$ cat src/rtl/opb_sequencer.sv
// opb_sequencer: multicycle sequencer for the ALU B-operand path.
// It accepts one operation at a time, optionally fetches a data-memory
// operand under a bounded wait, then drives the B-source select while
// strobing ALU enable and, optionally, register write-back.

module opb_sequencer #(
    parameter int ADDR_W  = 8,
    parameter int TIMEOUT = 15
) (
    input  logic              clk,
    input  logic              rst_n,
    input  logic              in_valid,
    output logic              in_ready,
    input  logic [1:0]        in_src,
    input  logic [ADDR_W-1:0] in_addr,
    input  logic              in_wb,
    output logic              mem_req,
    output logic [ADDR_W-1:0] mem_addr,
    input  logic              mem_ack,
    output logic              dm_le,
    output logic [1:0]        sel_b,
    output logic              alu_en,
    output logic              reg_we,
    output logic              busy,
    input  logic              err_clr,
    output logic              timeout_err
);

    // Wide enough to hold TIMEOUT itself; the counter stops there and never wraps.
    localparam int CNT_W = $clog2(TIMEOUT + 1);
    localparam logic [CNT_W-1:0] CNT_MAX = CNT_W'(TIMEOUT);
    localparam logic [CNT_W-1:0] CNT_ONE = CNT_W'(1);

    localparam logic [1:0] SRC_MEM  = 2'b01;
    localparam logic [1:0] SRC_ZERO = 2'b11;

    typedef enum logic [1:0] {
        IDLE  = 2'b00,
        MEMRD = 2'b01,
        EXEC  = 2'b10,
        WB    = 2'b11
    } state_e;

    state_e            state_q, state_d;
    logic [CNT_W-1:0]  cnt_q, cnt_d;
    logic [1:0]        src_q, src_d;
    logic [ADDR_W-1:0] addr_q, addr_d;
    logic              wb_q, wb_d;
    logic              err_q, err_d;

    logic              ready_q;
    logic              req_q;
    logic              alu_q;
    logic              we_q;
    logic              busy_q;
    logic [1:0]        sel_q;

    logic              ackHit;
    logic              timeoutHit;

    // A memory ack only counts while a read is outstanding; an ack in the
    // final wait cycle takes priority over the timeout.
    assign ackHit     = (state_q == MEMRD) && mem_ack;
    assign timeoutHit = (state_q == MEMRD) && !mem_ack && (cnt_q == CNT_MAX);

    // Next-state, operation latches, wait counter and sticky error flag.
    always_comb begin
        state_d = state_q;
        cnt_d   = cnt_q;
        src_d   = src_q;
        addr_d  = addr_q;
        wb_d    = wb_q;

        case (state_q)
            IDLE: begin
                if (in_valid) begin
                    src_d  = in_src;
                    addr_d = in_addr;
                    wb_d   = in_wb;
                    if (in_src == SRC_MEM) begin
                        state_d = MEMRD;
                        cnt_d   = CNT_ONE;
                    end else begin
                        state_d = EXEC;
                    end
                end
            end
            MEMRD: begin
                if (mem_ack) begin
                    state_d = EXEC;
                end else if (cnt_q == CNT_MAX) begin
                    state_d = IDLE;
                end else begin
                    cnt_d = cnt_q + CNT_ONE;
                end
            end
            EXEC: begin
                state_d = wb_q ? WB : IDLE;
            end
            WB: begin
                state_d = IDLE;
            end
            default: begin
                state_d = IDLE;
            end
        endcase

        if (timeoutHit) begin
            err_d = 1'b1;
        end else if (err_clr) begin
            err_d = 1'b0;
        end else begin
            err_d = err_q;
        end
    end

    // State, latches and Moore outputs; outputs are decoded from the next
    // state so they become flops that line up with the state register.
    always_ff @(posedge clk or negedge rst_n) begin
        if (!rst_n) begin
            state_q <= IDLE;
            cnt_q   <= '0;
            src_q   <= 2'b00;
            addr_q  <= '0;
            wb_q    <= 1'b0;
            err_q   <= 1'b0;
            ready_q <= 1'b1;
            req_q   <= 1'b0;
            alu_q   <= 1'b0;
            we_q    <= 1'b0;
            busy_q  <= 1'b0;
            sel_q   <= SRC_ZERO;
        end else begin
            state_q <= state_d;
            cnt_q   <= cnt_d;
            src_q   <= src_d;
            addr_q  <= addr_d;
            wb_q    <= wb_d;
            err_q   <= err_d;
            ready_q <= (state_d == IDLE);
            req_q   <= (state_d == MEMRD);
            alu_q   <= (state_d == EXEC);
            we_q    <= (state_d == WB);
            busy_q  <= (state_d != IDLE);
            sel_q   <= ((state_d == EXEC) || (state_d == WB)) ? src_d : SRC_ZERO;
        end
    end

    assign in_ready    = ready_q;
    assign mem_req     = req_q;
    assign mem_addr    = addr_q;
    assign dm_le       = ackHit;
    assign sel_b       = sel_q;
    assign alu_en      = alu_q;
    assign reg_we      = we_q;
    assign busy        = busy_q;
    assign timeout_err = err_q;

endmodule

$ cat config.mk
export PLATFORM = sky130hd
export DESIGN_NAME = opb_sequencer
export DESIGN_NICKNAME = d
export VERILOG_FILES = /design/src/rtl/opb_sequencer.sv
export SDC_FILE = /design/constraint.sdc
export NUM_CORES = 1
export LEC_CHECK = 0
export CAP_MARGIN = 20
export CORE_MARGIN = 5
export CORE_UTILIZATION = 48
export DETAILED_ROUTE_END_ITERATION = 8
export GPL_TIMING_DRIVEN = 0
export PLACE_DENSITY = 0.83
export SETUP_SLACK_MARGIN = 0.3
export SLEW_MARGIN = 10
export SYNTH_ARGS = -nofsm -noshare
export SYNTH_HDL_FRONTEND = slang
export SYNTH_SLANG_ARGS = --single-unit
$ cat constraint.sdc
create_clock -name clk -period 3.2 [get_ports clk]
set_input_delay 0.64 -clock clk [delete_from_list [all_inputs] [get_ports clk]]
set_output_delay 0.64 -clock clk [all_outputs]
set_load 0.01 [all_outputs]
Run 1, signal wires on met2:
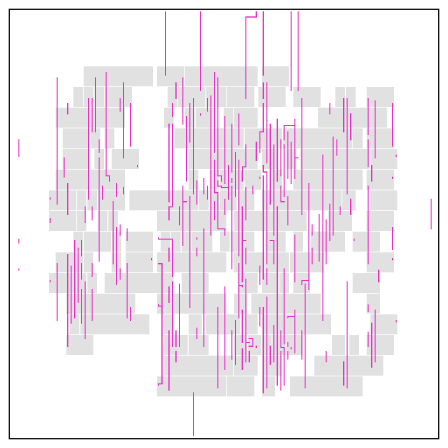
The wires run mostly vertical. The layer carries 1060 um of wire. The layer holds 49% of the routed length. 130 nets have wire on it. The longest straight run is 23.5 um.

Run 1, register map, names as in the netlist:
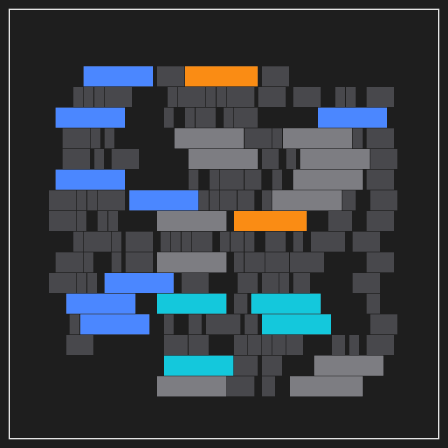
Key: sel_b = orange [placed flops 2]; mem_addr = blue [placed flops 8]; cnt_q = cyan [placed flops 4]
Another 11 sequential cells are not colored.

==> summary.txt, run 1 <==
Flow results.

- The leakage component of the power was reported as roughly 0.66 nW.
- The power report lists cell-internal power as 0.774 mW.
- The final report lists a non-filler cell total of 165.
- The antenna cell count is 0.
- The count of buffers inserted at the top-level ports is 32.
- The number of tapcells is 27.
- The biggest area contributor in the post-synthesis netlist is dfrtp_1.
- The layout cell share with drive strength beyond 1 is 7.97%.
- For reference, the placement row count at floorplan is 16.
- The dominant kind of combinational cell is simple AND/OR/NAND/NOR gates.
- The global placer's final weighted congestion is slightly above 0.8.
- The share of total power in sequential cells is a little under half.
- The share of power burned in combinational logic is 43.0%.
- The run finished with clean final reports.
- IR analysis of the VDD net gives a maximum drop of around 0.47 mV.
- After layout, the setup clock skew is reported as 0.0120 ns.
- The final-stage net count is 156.
- The height of the chip is 56.3 um.
- Per the layout area report, the register area comes to approximately 630 um2.
- The effective utilization at floorplan is 51.5%.
- The type of origin of the critical path is a primary input.
- The warning tally printed by Yosys for this design is 0.
- The combinational gate area is 374 um2.
- For reference, the clock transition at the flip-flops on the worst setup and hold paths is 0.13 ns.
- Dividing the final minimum period by the clock period gives 81.7%.
- Setup repair after global routing left no endpoint under its margin.
- The clock network area share is between 1.5 and 2%.
- The clock buffer count in the final layout is 3.
- The via count of the first global-routing pass is 855.
- The routed wire length per instance is about 13 um.
- The final instance area is 1410 um2.
- The count of hold buffers inserted by post-cts repair is 0.
- Across all register-to-register paths, the minimum setup slack is 1.65 ns.
- The post-CTS repair timing setup buffer count is 0.
- After detailed routing, the total wire length is 2.16 mm.
- The largest fanout on the critical path is 4.
- The flop share of the area is 44.7%.
- The detailed router finished its first iteration with 25 violations.
- The placeable core region is 2000 um2.
- The sequential cell count is 25.
- Using the TritonRoute via totals, the vias-per-cell ratio works out to about 5.2.
- The post-detailed-route count of antenna-violating nets is 0.
- The number of sinks on the clock net is 25.
- In the final report, the number of hold violations comes to 0.
- The timing report gives the biggest stage delay along the critical path as 0.54 ns.
- The final setup violation count is 0.
- The logic gate fraction of the total cell area is 26.6%.
- The worst-case clock buffer depth is 2.
- The worst-case max-slew headroom was logged as 64.5%.
- The most frequent logic cell in the layout is nand2_1.
- The power share of the clock group is 11.4%.
- The synthesized design contains 25 register bits.
- The most critical setup path has its startpoint at mem_ack.
- The final max-slew violation count recorded for this run is 0.
- According to the hold report, the worst path is of the primary input to async pin type.
- The initial antenna violation count came to 0.
- The first-pass GRT wire length is 3.60 mm.
- The total negative setup slack is 0 ns.
- For reference, XOR and XNOR gates occupy 0% of the area reported after synthesis.
- The flow measured a signed area growth from synthesis to layout of 36.5%.
- The clock tree from TritonCTS is done.
- The worst path required time is between 2 and 3 ns.
- For this run, the register share of the synthesized area comes to between 60 and 70%.
- The most numerous cell type found on the critical path is clkdlybuf4s50_1.
- The power density over the cells is around 850 nW/um2.
- The instance area after placement is ~1400 um2.
- STA lists the startpoint of the worst register-to-register path as state_q[0].
- Across all layers, the routed design uses 858 vias.
- The post-synthesis area per instance is roughly 10 um2.
- Looking at the clock tree report, the root buffer type is clkbuf_4.
- The number of detailed-routing iterations run before antenna repair is 5.
Run 1, nets reached from selected ports:
Scale bar: 20 um.
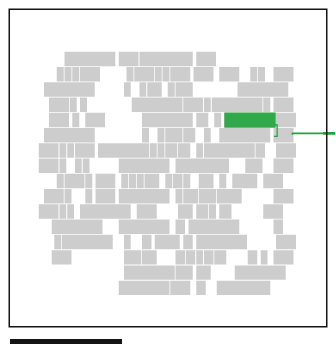
Key: alu_en = green [bits 1, direction output, end cells 1, wire 8.40 um]

-- run 1: layer usage --
layer,vias to the layer above,global-route usage [%],share of wire [%]
li1,414,-,-
met2,41,24.7,49
met3,4,6.19,11
met4,0,8.47,1.4
met5,-,0,0
met1,399,15.4,38
-- run 1: power groups by stage --
stage | Sequential [mW] | Combinational [mW] | Clock, mW
floorplan | 0.581 | 0.217 | 0
global placement | 0.542 | 0.498 | 0
detailed placement | 0.552 | 0.515 | 0
CTS | 0.544 | 0.520 | 0.141
global route | 0.562 | 0.560 | 0.155
finish | 0.544 | 0.512 | 0.136
-- run 1: per-stage QoR --
stage / setup slack [ns] / power (mW) / hold WS, ns
2_1_floorplan: 1.66 / 0.798 / 0.344
3_3_place_gp: 0.615 / 1.04 / 0.458
3_5_place_dp: 0.595 / 1.07 / 0.462
4_1_cts: 0.589 / 1.21 / 0.494
5_1_grt: 0.519 / 1.28 / 0.310
6_report: 0.586 / 1.19 / 0.280
-- run 1: critical path, delay by kind of cell --
family / cells / cell delay [ns]
AND/OR/NAND/NOR: 1 / 0.16
buffers and inverters: 3 / 1.18
-- run 1: synth_stat cells, drive strengths merged --
library cell	instances
nor4	1
nand3b	2
or3b	2
and2	2
nand4	2
nor2b	1
nand3	3
nand2b	1
ha	1
mux2i	1
dfrtp	22
nand2	39
o31a	1
inv	4
nor2	1
a41oi	1
buf	1
o21ai	1
a21oi	1
nor3	3
clkbuf	2
a211oi	1
dfstp	3
a22oi	1
a22o	1
a311o	1
nor3b	2
o22a	1
-- run 1: flip-flops by register name, indices dropped and copies added, names as in the netlist --
register     count
mem_addr         8
cnt_q            4
sel_b            2
src_q            2
state_q          2
alu_en           1
busy             1
in_ready         1
mem_req          1
reg_we           1
timeout_err      1
wb_q             1
Run 1, metal 1:
Supply wires on this layer in gray.
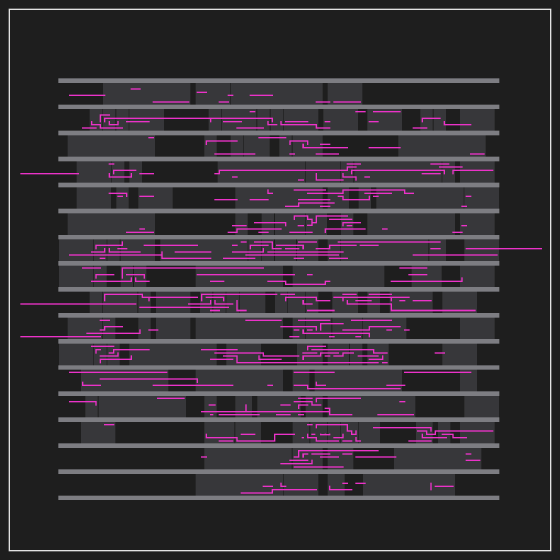

## Run 2: what changed since run 1
--- a/config.mk
+++ b/config.mk
@@ -7,10 +7,10 @@
 export LEC_CHECK = 0
 export CAP_MARGIN = 20
 export CORE_MARGIN = 5
-export CORE_UTILIZATION = 48
+export CORE_UTILIZATION = 44
 export DETAILED_ROUTE_END_ITERATION = 8
 export GPL_TIMING_DRIVEN = 0
-export PLACE_DENSITY = 0.83
+export PLACE_DENSITY = 0.77
 export SETUP_SLACK_MARGIN = 0.3
 export SLEW_MARGIN = 10
 export SYNTH_ARGS = -nofsm -noshare
==> constraint.sdc (replaced) <==
create_clock -name clk -period 2.7 [get_ports clk]
set_input_delay 0.54 -clock clk [delete_from_list [all_inputs] [get_ports clk]]
set_output_delay 0.54 -clock clk [all_outputs]
set_load 0.01 [all_outputs]
Run 2, metal 1:
Supply wires on this layer in gray.
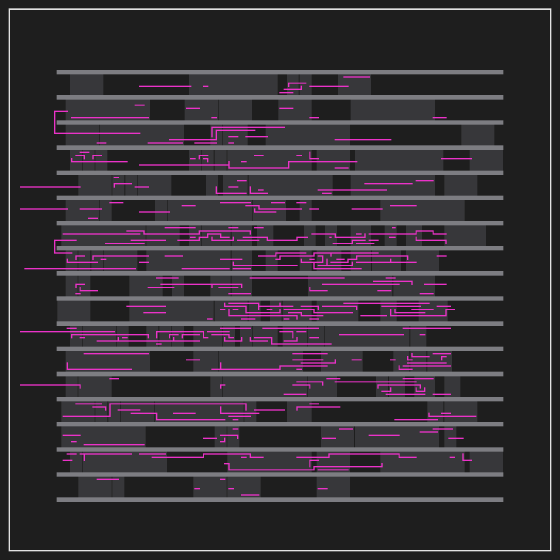
The layer holds 39% of the routed length. The longest straight run is 14.7 um. The wires run mostly horizontal.

Run 2, nets reached from selected ports:
Scale bar: 20 um.
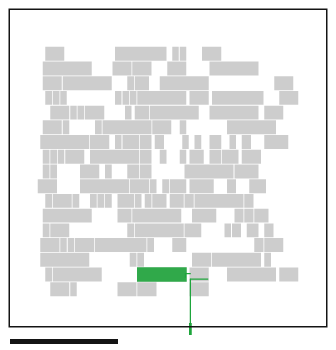
Key: alu_en = green [bits 1, direction output, end cells 1, wire 13.2 um]

==> run 2 against run 1 <==
Sequential cell count is the same; synthesized area unchanged; sequential power rose by 18%; clock power grew about 20%; first-iteration DRC count fell by 24%; clock-buffer cell count is 1 higher; synthesized cell count stayed put; largest power group unchanged; highest routed layer unchanged.
==> summary.txt, run 2 <==
Flow results.

- Per the final layout report, the fraction of cells sized above drive strength 1 comes to about 7.9%.
- The worst reg2reg path startpoint is state_q[0].
- Nets still carrying antenna violations after routing amount to 0.
- The clock-pin slew reported for the worst setup and hold paths after clock tree synthesis is 0.13 ns.
- The post-synthesis area per instance is 10.1 um2.
- The origin of the worst setup path is mem_ack.
- The height of the chip is 58.4 um.
- Counting instances in the post-synthesis netlist gives the leading cell types as nand2_1, dfrtp_1, inv_1.
- The achievable clock frequency is 0.503 GHz.
- The chip area line of the yosys report is slightly above 1000 um2.
- Global routing used 25.4% of the available met2 tracks.
- The power in the clock group is approximately 0.16 mW.
- Measured against its own limit, the worst slew margin works out to a little under two thirds.
- In this run, the clock network consumes 11.5% of the power.
- The number of failing hold endpoints at the final stage is 0.
- The initial antenna violation count is 0.
- For this run, the register share of the synthesized area comes to 61.0%.
- The routed design shows a wire length per standard cell of 13.2 um.
- The internal power of the cells totals 0.922 mW.
- The clock tree has to reach 25 sinks.
- Routed signal wires occupy layers up through met4.
- In this run the static leakage power is 0.680 nW.
- The tightest hold margin is between 0.15 and 0.2 ns.
- The first global-routing pass estimated 3.80 mm of wire.
- The buffer type at the clock tree root is clkbuf_4.
- Before any placement, the netlist area is recorded as slightly above 1000 um2.
- The source-to-sink clock delay at the later pin of the worst-skew pair is 0.32 ns.
- The number of buffers added by the clock tree synthesis step is 3.
- At the floorplan stage, the core utilization is reported as 46.2%.
- The type of origin of the critical path is a primary input.
- Per the synth log, the flip-flop and latch total comes to 25.
- The worst-case clock buffer depth is 2.
- The group that draws the most power in this run is sequential cells.
- The share of power burned in combinational logic is 42.9%.
- The total via count after detailed routing is 846.
- The synthesis warning total is 0.
- The clock tree from TritonCTS is done.
- The routed design uses between 200 and 250 um of met3 wire.
- The maximum vdd drop is approximately 0.60 mV.
- Data on the critical path arrives at its endpoint at 1.45 ns.
- RePlAce ended its routability-driven mode at a weighted congestion of 0.708.
- Buffers placed on the I/O ports in this run total 32.
- According to the floorplan report, the placeable core area is 2230 um2.
- Max fanout on the critical path was recorded as 3.
- According to the floorplan log, the row count is 17.
- In this run, synthesis inferred 0 flip-flops with an integrated enable.
- The family with the most delay on the worst path is buffers and inverters.
- In the per-layer breakdown of the detailed-route log, met1 shows 870 um.
- The total global routing overflow is 0.
- The number of antenna diodes in the final layout is 0.
- Setup repair after global routing left no endpoint under its margin.
- According to the report, the first pass of detailed routing completed in 4 iterations.
- The most common logic cell in the final layout is nand2_1.
- The final setup violation count is 0.
- The min-delay analysis places its worst path in the category primary input to async pin.
- The library cell with the largest summed area after synthesis is dfrtp_1.
- The report lists the power per cell area as 996 nW/um2.
- For this design, the slowest cell found on the critical path is clkdlybuf4s50_1.
- The number of warning messages in the logs is 26.
- The largest stage delay on the critical path is 0.52 ns.
- For this run, asynchronously set or reset flops after synthesis account for 100%.
- The critical path contains buffers and inverters numbering 3 combined.
- The total negative setup slack is 0 ns.
- The routed design uses about 1.1 mm of met2 wire.
- Compared with the post-synthesis result, the final layout area differs by 37.5%.
- The violation tally from detailed-route iteration zero is 19.
- The routed design could run at a clock period as short as 1.99 ns.
- The net count after synthesis is 119.
- Using the TritonRoute via totals, the vias-per-cell ratio works out to 5.07.
- The DRC violation count after routing is 0.
- The final critical path takes up 73.7% of the cycle.
- The global-route track usage on met3 is 5.48%.
- The via count of the first global-routing pass is 886.
- The flip-flop count of the largest register, all copies and words added is 8.
- The run finished with clean final reports.
- The final-stage net count is ~160.
- The routed design has about 2.2 mm of wire.
- After layout, the setup clock skew is reported as 0.00771 ns.
- The share of total power in sequential cells is 45.5%.
- For the combinational group, total power comes out at 0.606 mW.
- The number of distinct library cell variants in the gate-level netlist after synthesis is 28.
- The max-slew violation count is 0.
- The most common cell in the synthesized netlist is nand2_1.
- The global-route met1 utilization is 16.1%.
- The synthesized netlist was found by Yosys to have 102 cells.
- Summed over all sequential cells, the power is 0.643 mW.
- The worst path required time is 2.16 ns.
- The predominant post-synthesis flop cell is dfrtp_1.
Run 2, routing congestion:
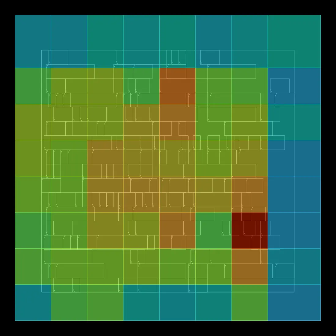
final core area utilization: 63.5%
GRT busiest layer: met2

## run 2: cell counts after synthesis
Identical to the previous run, type by type.
## run 2: final timing paths
kind	endpoint	slack, ns	cells past startpoint
max in group asynchronous	sel_b[0]	2.14	1
min	timeout_err	0.19	1
min reg2reg	mem_addr[7]	0.49	2
max reg2reg	src_q[0]	1.18	5
max	dm_le	0.71	4
min in group clk	mem_addr[7]	0.49	2
## run 2: final cells by class
class                   count  area, um2
plain buffers               3       12.5
clock buffers               4       26.3
fillers                   189        816
inverters                   4       15.0
multi-input cells          70        374
flip-flops and latches     25        629
well taps                  28       35.0
repair buffers             33        325
## run 2: per-stage QoR
| step | setup WS [ns] | total power [mW] | instances | util, % | area (um2) |
|---|---|---|---|---|---|
| floorplan | 1.26 | 0.946 | 102 | - | 1030 |
| global placement | 0.276 | 1.24 | 162 | 62.1 | 1390 |
| detailed placement | 0.268 | 1.27 | 162 | 62.1 | 1390 |
| CTS | 0.319 | 1.43 | 167 | 63.6 | 1420 |
| global route | 0.646 | 1.53 | 167 | 63.5 | 1420 |
| finish | 0.711 | 1.41 | 167 | 63.5 | 1420 |
## run 2: what timing repair did
item	4_1_cts	5_1_grt
gates resized	0	1
endpoints found under the setup margin	1	1
pin swaps	1	0
hold buffers	0	0
setup buffers	1	0
## run 2: cells by family after synthesis
| kind of cell | count (synthesis) | share of synthesized area, % |
|---|---|---|
| and+or+nand+nor | 59 | 27.3 |
| AOI/OAI and AO/OA | 9 | 6.80 |
| adders and majority gates | 1 | 1.21 |
| DFF | 25 | 61.0 |
| buffers and inverters | 7 | 2.67 |
| muxes | 1 | 0.971 |
Power is estimated from default activity; no workload was simulated.
